Design dac_playback_reader, sky130hd; sources not shown.
**Sequential cells grouped by signal name**

Other sequential cells in the stronger grey, the rest of the logic in the fainter grey.
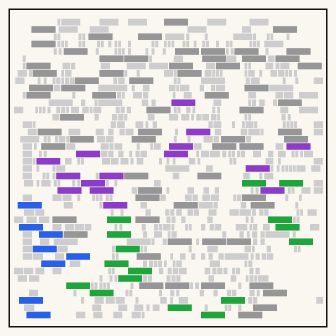
colour	name in the netlist	sequential cells
green	`div_q`	16
purple	`end_q`	15
blue	`dac_data`	8
not coloured	66
register area: 0.00263 sq mm
P_seq: 1.81 mW

**Metal 2**

Cells faint in the background.
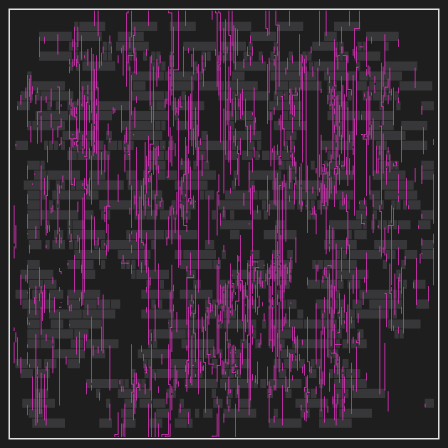
share of all routed wire	45%
longest straight run	40.8 microns
nets with wire on the layer	567
wire length on this layer	5,790 microns
main direction	vertical
Post-Route WL: 12,900 microns
vias: 4,295

**Placement view**

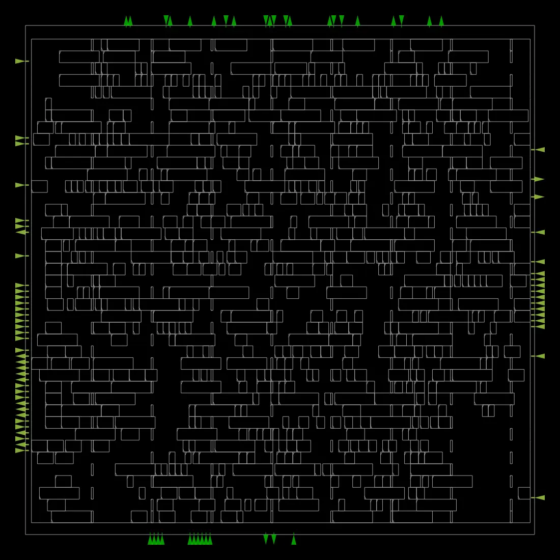
fin util: 50.7%
core area: 0.0128 sq mm
Seq area share: 40.4%

**Placement density heat map**

The die is cut into 12 by 12 equal tiles; white is low, dark blue is high, 0 to 100% covered.
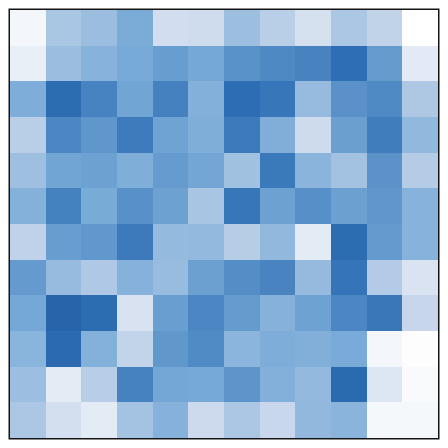
tiles over 75% full	4.9%
mean over tiles	46%
nearly empty tiles	1.4%
fullest tile	79%
emptiest ninth of the die	lower right
Core Util at FP: 39.4%

**The metal 1 layer**

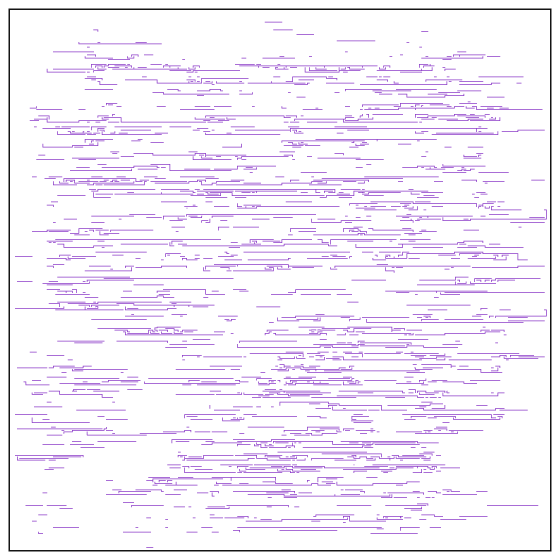
nets with wire on the layer	622
main direction	horizontal
longest straight run	42.8 microns
met1 GRT Util: 27.7%

==> flow_summary_export.csv <==
group,metric,value,unit
pwr,finalPower,5.52,mW
drt,drt_first_pass_iters,5,
drt,wl_met3,883,microns
pwr,p_comb,2.92,mW
synthesis,synth_warnings,0,
critical_path,ff2ff_setup_slack,1.48,ns
synthesis,ys.flops,105,
synthesis,edf_count,0,
pwr,p_clk_share,14.3,%
timing,worstMarginPinSlew,1.04,ns
placed_design,place.gp.congestion,0.791,
drt,dr_wl_met2,5790,microns
drt,antenna_left,0,
drt,drc,0,
timing,finalHoldViolations,0,
critical_path,worst-r2r-cell-count,6,
drt,routedWlPerCell,15.5,microns
global_routing,grt_busiest_layer,"met2",
synthesis,ys_sh_adder,0.742,%
synthesis,ys_sh_mux,2.97,%
layout,layout-drive-gt1-share,9.88,%
floorplanning,rows,41,
clock_tree,clock_latency,0.35,ns
floorplanning,chipWidth,117,microns
global_routing,grt_util_met3,5.20,%
critical_path,cp-end-kind,"output port",
clock_tree,postCtsSetupRepairBufs,0,
timing,clock-skew-final,0.00942,ns
synthesis,netlist_logic_family_top,"simple AND/OR/NAND/NOR gates",
timing,finalWorstSetupSlack,0.468,ns
timing,fin_crit_sh,89.1,%
pwr,clk-power,0.792,mW
pwr,irDropWorstVdd,0.000528,V
pwr,power_leader,"combinational cells",
pwr,swShare,47.8,%
clock_tree,ctsHtreeMaxLevel,3,
synthesis,ys_sh_xor,4.50,%
critical_path,cp.required,3.22,ns
hold_path,hold_class,"flip-flop to flip-flop",
layout,num-nets-final,718,
global_routing,grt_use_met2,31.8,%
pwr,power.switching,2.64,mW
synthesis,synth_top_area_share,51.9,%
synthesis,yosysTopAreaCell,"dfrtp_1",
placed_design,dp.cells,817,
synthesis,syn-cell-area,0.00506,sq mm
global_routing,grt_pass1_vias,4297,
critical_path,arrival,2.76,ns
synthesis,ys_seq_share,51.9,%
clock_tree,cts_hold_buf,0,
timing,max_slew_margin,30.3,%
timing,min_period,3.83,ns
job,log.warning_count,27,
layout,antenna-diode-count,0,
clock_tree,path_clk_slew,0.07,ns
timing,slew_viol_final,0,
layout,final_cell_mix,"nand2_1 (216), dfrtp_1 (105), clkdlybuf4s50_1 (67)",
pwr,p_comb_share,52.8,%
floorplanning,io_pins,87,
drt,vias_per_cell,5.17,
layout,syn_to_final_growth,28.6,%
timing,setup_tns,0,ns
layout,instances_no_fill,830,
clock_tree,root_buffer,"clkbuf_16",
layout,lay_top_count,"nand2_1",
global_routing,grt_max_degree,76,
drt,wl_met1,6100,microns
critical_path,path_max_fanout,31,
pwr,p_seq_share,32.9,%
status,status,"finished, final reports clean",
timing,rsz0062_at_grt,"false",
synthesis,synthCells,579,
placed_design,dp_slack,0.534,ns
clock_tree,cts-buffers-inserted,9,
pwr,power.density,849,mW/mm^2
synthesis,ys_sh_simple,25.6,%
synthesis,ys_cells,579,
drt,top_layer,"met4",
[worst max-delay path, cell delays in order, from the launching register on]
cell and delay (ns):
dfrtp_1 0.41, or3_4 0.41, or4_4 0.58, or3_4 0.57, nand2_1 0.15, nand2_1 0.10
buf_12 0.18
[final cells by class]
class                      instances  area [sq um]
clock buffer                       9           225
multi-input combinational        436          2260
tap                              172           215
sequential                       105          2630
fill                            1241          6320
timing repair buffer              99          1110
clock inverter                     4          47.5
inverter                           5          18.8
[stage by stage]
step           instance area (sq um)  hold slack, ns
5_1_grt                         6510           0.465
2_1_floorplan                   5060           0.352
3_3_place_gp                    6230           0.403
4_1_cts                         6510           0.436
6_report                        6510           0.433
3_5_place_dp                    6230           0.424
Power is estimated from default activity; no workload was simulated.
